`src/rtl/pipe_r_ser.sv`:
```
`default_nettype none
// ============================================================================
// Module   : pipe_r_ser
// Purpose  : Captures one 32-point frame of W-bit signed real samples in
//            parallel and replays it as a ready/valid serial stream, one
//            sample per accepted beat. Back-to-back frames are accepted on
//            the final beat, so consecutive frames stream with no bubble.
// Revision : 1.0  initial release
// ----------------------------------------------------------------------------
// Ports
//   clk                 rising-edge clock
//   arstb               asynchronous reset, active-low
//   rstb                synchronous clear, active-low
//   in_valid            parallel frame present on d_r_0..d_r_31
//   in_ready            frame can be captured this cycle
//   d_r_0 .. d_r_31     W-bit signed samples of one frame
//   out_valid           out_data holds a valid sample
//   out_ready           downstream accepts the sample
//   out_data            current serial sample (W-bit signed)
//   out_idx             source index k of out_data
//   out_last            current sample is beat 31 of the frame
//   frames_done         modulo-256 count of completely sent frames
// Configuration
//   PIPE_R_SER_BITREV_EN  defined: beat cnt reads entry bitrev5(cnt)
//                         (bit-reversed to natural order conversion);
//                         undefined: beat cnt reads entry cnt.
// ============================================================================
module pipe_r_ser #(
   parameter int W = 9
) (
   input  logic                clk,
   input  logic                arstb,
   input  logic                rstb,
   input  logic                in_valid,
   output logic                in_ready,
   input  logic signed [W-1:0] d_r_0,
   input  logic signed [W-1:0] d_r_1,
   input  logic signed [W-1:0] d_r_2,
   input  logic signed [W-1:0] d_r_3,
   input  logic signed [W-1:0] d_r_4,
   input  logic signed [W-1:0] d_r_5,
   input  logic signed [W-1:0] d_r_6,
   input  logic signed [W-1:0] d_r_7,
   input  logic signed [W-1:0] d_r_8,
   input  logic signed [W-1:0] d_r_9,
   input  logic signed [W-1:0] d_r_10,
   input  logic signed [W-1:0] d_r_11,
   input  logic signed [W-1:0] d_r_12,
   input  logic signed [W-1:0] d_r_13,
   input  logic signed [W-1:0] d_r_14,
   input  logic signed [W-1:0] d_r_15,
   input  logic signed [W-1:0] d_r_16,
   input  logic signed [W-1:0] d_r_17,
   input  logic signed [W-1:0] d_r_18,
   input  logic signed [W-1:0] d_r_19,
   input  logic signed [W-1:0] d_r_20,
   input  logic signed [W-1:0] d_r_21,
   input  logic signed [W-1:0] d_r_22,
   input  logic signed [W-1:0] d_r_23,
   input  logic signed [W-1:0] d_r_24,
   input  logic signed [W-1:0] d_r_25,
   input  logic signed [W-1:0] d_r_26,
   input  logic signed [W-1:0] d_r_27,
   input  logic signed [W-1:0] d_r_28,
   input  logic signed [W-1:0] d_r_29,
   input  logic signed [W-1:0] d_r_30,
   input  logic signed [W-1:0] d_r_31,
   output logic                out_valid,
   input  logic                out_ready,
   output logic signed [W-1:0] out_data,
   output logic [4:0]          out_idx,
   output logic                out_last,
   output logic [7:0]          frames_done
);

   typedef enum logic [0:0] {
      IDLE = 1'b0,
      SEND = 1'b1
   } state_t;

   state_t              state_q, state_d;
   logic [4:0]          cnt_q, cnt_d;
   logic signed [W-1:0] buf_q [32];
   logic signed [W-1:0] buf_d [32];
   logic signed [W-1:0] out_data_q, out_data_d;
   logic [4:0]          out_idx_q, out_idx_d;
   logic                out_last_q, out_last_d;
   logic [7:0]          frames_done_q, frames_done_d;

   logic signed [W-1:0] din [32];
   logic [4:0]          cnt_nxt;
   logic                beat_done;
   logic                frame_end;
   logic                accept;
   logic                capture;

   assign din[0]  = d_r_0;
   assign din[1]  = d_r_1;
   assign din[2]  = d_r_2;
   assign din[3]  = d_r_3;
   assign din[4]  = d_r_4;
   assign din[5]  = d_r_5;
   assign din[6]  = d_r_6;
   assign din[7]  = d_r_7;
   assign din[8]  = d_r_8;
   assign din[9]  = d_r_9;
   assign din[10] = d_r_10;
   assign din[11] = d_r_11;
   assign din[12] = d_r_12;
   assign din[13] = d_r_13;
   assign din[14] = d_r_14;
   assign din[15] = d_r_15;
   assign din[16] = d_r_16;
   assign din[17] = d_r_17;
   assign din[18] = d_r_18;
   assign din[19] = d_r_19;
   assign din[20] = d_r_20;
   assign din[21] = d_r_21;
   assign din[22] = d_r_22;
   assign din[23] = d_r_23;
   assign din[24] = d_r_24;
   assign din[25] = d_r_25;
   assign din[26] = d_r_26;
   assign din[27] = d_r_27;
   assign din[28] = d_r_28;
   assign din[29] = d_r_29;
   assign din[30] = d_r_30;
   assign din[31] = d_r_31;

   // Buffer entry read on beat c.
   function automatic logic [4:0] rd_sel(input logic [4:0] c);
`ifdef PIPE_R_SER_BITREV_EN
      return {c[0], c[1], c[2], c[3], c[4]};
`else
      return c;
`endif
   endfunction

   assign out_valid   = (state_q == SEND);
   assign out_data    = out_data_q;
   assign out_idx     = out_idx_q;
   assign out_last    = out_last_q;
   assign frames_done = frames_done_q;

   // The final beat of a frame frees the buffer in the same cycle, so the
   // next frame may be captured while beat 31 is being accepted.
   assign beat_done = (state_q == SEND) && out_ready;
   assign frame_end = beat_done && (cnt_q == 5'd31);
   assign accept    = (state_q == IDLE) || frame_end;
   assign capture   = in_valid && accept;
   assign in_ready  = accept && rstb && arstb;
   assign cnt_nxt   = cnt_q + 5'd1;

   always_comb begin
      state_d       = state_q;
      cnt_d         = cnt_q;
      buf_d         = buf_q;
      out_data_d    = out_data_q;
      out_idx_d     = out_idx_q;
      out_last_d    = out_last_q;
      frames_done_d = frames_done_q;

      if (!rstb) begin
         state_d       = IDLE;
         cnt_d         = '0;
         out_data_d    = '0;
         out_idx_d     = '0;
         out_last_d    = 1'b0;
         frames_done_d = '0;
         for (int i = 0; i < 32; i++) begin
            buf_d[i] = '0;
         end
      end else begin
         if (frame_end) begin
            frames_done_d = frames_done_q + 8'd1;
         end
         if (capture) begin
            // First sample is taken straight from the inputs so it is
            // presented the cycle after capture.
            buf_d      = din;
            state_d    = SEND;
            cnt_d      = '0;
            out_data_d = din[rd_sel(5'd0)];
            out_idx_d  = rd_sel(5'd0);
            out_last_d = 1'b0;
         end else if (beat_done) begin
            if (cnt_q == 5'd31) begin
               state_d    = IDLE;
               cnt_d      = '0;
               out_idx_d  = rd_sel(5'd0);
               out_last_d = 1'b0;
            end else begin
               cnt_d      = cnt_nxt;
               out_data_d = buf_q[rd_sel(cnt_nxt)];
               out_idx_d  = rd_sel(cnt_nxt);
               out_last_d = (cnt_nxt == 5'd31);
            end
         end
      end
   end

   always_ff @(posedge clk or negedge arstb) begin
      if (!arstb) begin
         state_q       <= IDLE;
         cnt_q         <= '0;
         out_data_q    <= '0;
         out_idx_q     <= '0;
         out_last_q    <= 1'b0;
         frames_done_q <= '0;
         for (int i = 0; i < 32; i++) begin
            buf_q[i] <= '0;
         end
      end else begin
         state_q       <= state_d;
         cnt_q         <= cnt_d;
         out_data_q    <= out_data_d;
         out_idx_q     <= out_idx_d;
         out_last_q    <= out_last_d;
         frames_done_q <= frames_done_d;
         for (int i = 0; i < 32; i++) begin
            buf_q[i] <= buf_d[i];
         end
      end
   end

endmodule
`default_nettype wire

```
`config.mk`:
```
export PLATFORM = sky130hd
export DESIGN_NAME = pipe_r_ser
export DESIGN_NICKNAME = d
export VERILOG_FILES = /design/src/rtl/pipe_r_ser.sv
export SDC_FILE = /design/constraint.sdc
export NUM_CORES = 1
export LEC_CHECK = 0
export ABC_AREA = 0
export CORE_MARGIN = 4
export CORE_UTILIZATION = 51
export DETAILED_ROUTE_END_ITERATION = 8
export PLACE_DENSITY = 0.8
export SLEW_MARGIN = 10
export SYNTH_ARGS = -nofsm -noshare
export SYNTH_HDL_FRONTEND = slang
export SYNTH_SLANG_ARGS = --single-unit
```
`constraint.sdc`:
```
create_clock -name clk -period 2.6 [get_ports clk]
set_input_delay 0.52 -clock clk [delete_from_list [all_inputs] [get_ports clk]]
set_output_delay 0.52 -clock clk [all_outputs]
set_load 0.02 [all_outputs]
```
==> qor.txt, run 1 <==
seq_cells = 312
met2 usage in global routing = 45.0%
I/O pin cnt = 318
XOR Share, Synth = 0.878%
post-DP HPWL = 31.3 mm
top cells by count, synth = nand2_1 (642), dfrtp_1 (312), a21oi_1 (302), mux4_2 (72), buf_2 (56)
met3 wire length = 4.06 mm
post-detailed-route count of antenna-violating nets = 0
Longest Clk Path Bufs = 3
FA/HA/MAJ Cells, Area Fraction = 0.338%
final tally of hold violations = 0
Avg Vias per Cell = 5.71
Late-Pin Clk Latency = 0.51 ns
share of layout cells above drive strength 1 = 10.1%
DRC errors left = 0
most frequent cells in the layout = nand2_1 (640), clkdlybuf4s50_1 (315), dfrtp_1 (311)
Post-Route WL = 45.5 mm
num tapcells = 384
CTS buffer count = 34
PwrDens = 595 nW/µm²
outcome = finished clean
Critical Path Sink = in_ready
most instantiated library cell after synthesis = nand2_1
CTS resizes = 7
DR pass1 iterations = 6
Yosys top cell by area = dfrtp_1
# clk buffers = 45
OpenROAD warnings = 40
Die Height = 178 µm
switching fraction of total power = 25.4%
GRT Max-Usage Layer = met2
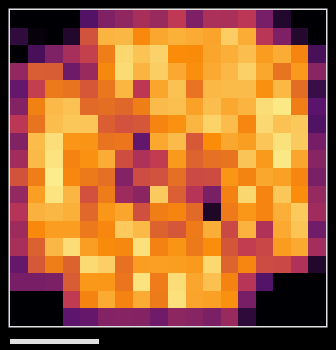
Run 1: cell area per tile
The bar under the picture is 50 µm long. 18 x 18 tiles, from black (low) to pale yellow (high), 0 to 100% covered.
tiles over 75% full	40%
nearly empty tiles	8.3%
fullest tile	96%
mean over tiles	60%

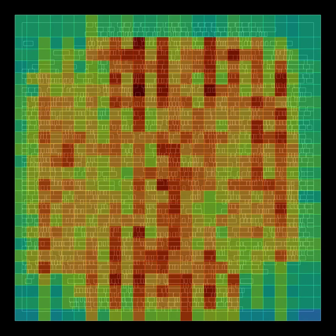
Run 1: routing congestion
GRT met1 Usage: 38.4%
fin util: 68.6%
Global Route Usage Sum: 28.3%
wire length per cell: 20.1 µm

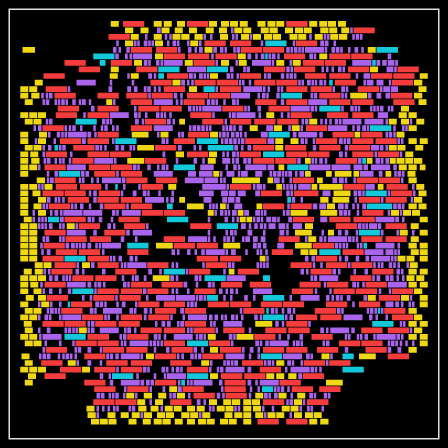
Run 1: placement by cell class
class	color	cells
combinational and other logic	purple	1145
clock drivers and dummy loads	cyan	58
sequential cells	red	312
remaining buffers and delay cells	yellow	365

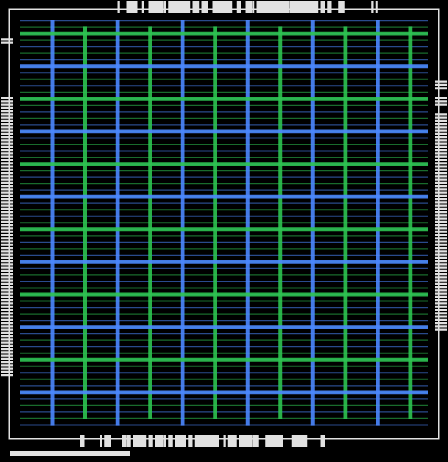
Run 1: floorplan with the power grid
The bar under the picture is 50 µm long. Pins as bars on the die edge.
net	color
VSS	blue
VDD	green
rows	62
met4 straps	12

Run 1, I/O nets highlighted:
The bar under the picture is 50 µm long.
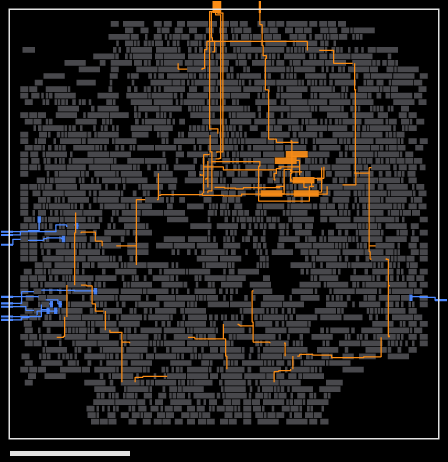

==> run 2: changes to the inputs <==
Settings changed: ABC_AREA 0 to 1, CORE_ASPECT_RATIO from default to 1.2, PLACE_DENSITY 0.8 to 0.81.
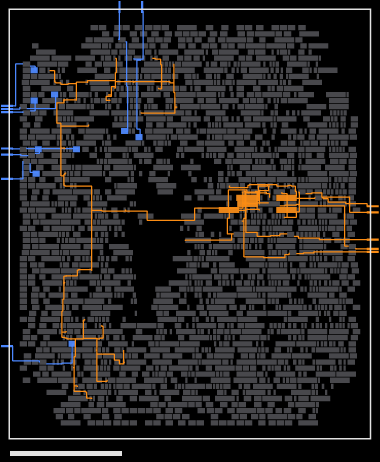
Run 2: I/O nets highlighted
The bar under the picture is 50 µm long.
port	color	direction	edge	end cells	buffers	wire
`out_idx`	orange	output	right	5	8	1020 µm
`d_r_22`	blue	input	7 left, 2 top	9	9	285 µm

==> run 2 against run 1 <==
  * First-iteration DRC count down 16%
  * Synthesized area shrank 3.4%
  * Register-to-register slack better by 0.03 ns
  * Count of clock-buffer cells in the layout is the same
  * Maximum frequency up 1.3%
  * Routed wire length is 2.3% higher
  * Via count is 1.3% lower
  * Highest routed layer is now met5
  * Global-route usage is 1.3 points higher
  * Final area fell by 3.3%
  * Critical endpoint is now out_idx[0]
  * Clock skew rose by 0.0044 ns
  * Utilization is 0.88 points higher
  * Largest power group unchanged
==> qor.txt, run 2 <==
die area = 30800 µm²
XOR Share, Synth = 0.122% (-0.76 points)
Seq group = 5300 µW
met3 wire length = 3.65 mm (-10%)
CTS buffer count = 31 (-8.8%)
# clk buffers = 45 (unchanged)
share of layout cells above drive strength 1 = 6.91% (-3.2 points)
outcome = finished clean
most frequent cells in the layout = nand2_1 (337), clkdlybuf4s50_1 (315), dfrtp_1 (311)
I/O pin cnt = 318 (unchanged)
synthesized area = 14300 µm²
gr ovfl total = 0
DR pass1 iterations = 5 (-1)
top cells by count, synth = nand2_1 (337), dfrtp_1 (312), nand3_1 (266), a22o_1 (253), inv_1 (55)
Late-Pin Clk Latency = 0.56 ns (+0.05 ns)
met2 usage in global routing = 48.1% (+3.2 points)
Die Height = 192 µm (+7.3%)
Critical Path Sink = out_idx[0]
Post-Route WL = 46.6 mm (+2.3%)
num tapcells = 374 (-2.6%)
most instantiated library cell after synthesis = nand2_1
post-DP HPWL = 30.6 mm (-2.4%)
Async SR Flop Fraction = 100%
PwrDens = 621 nW/µm² (+4.4%)
Post-synth EDFFs = 0
FA/HA/MAJ Cells, Area Fraction = 0.350% (+0.012 points)
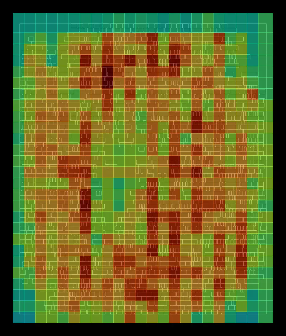
Run 2: routing congestion
Global Route Usage Sum: 29.7%
wire length per cell: 21.5 µm
GRT Max-Usage Layer: met2
fin util: 69.5%
GRT met1 Usage: 39.8%

Power and IR drop assume default switching activity.
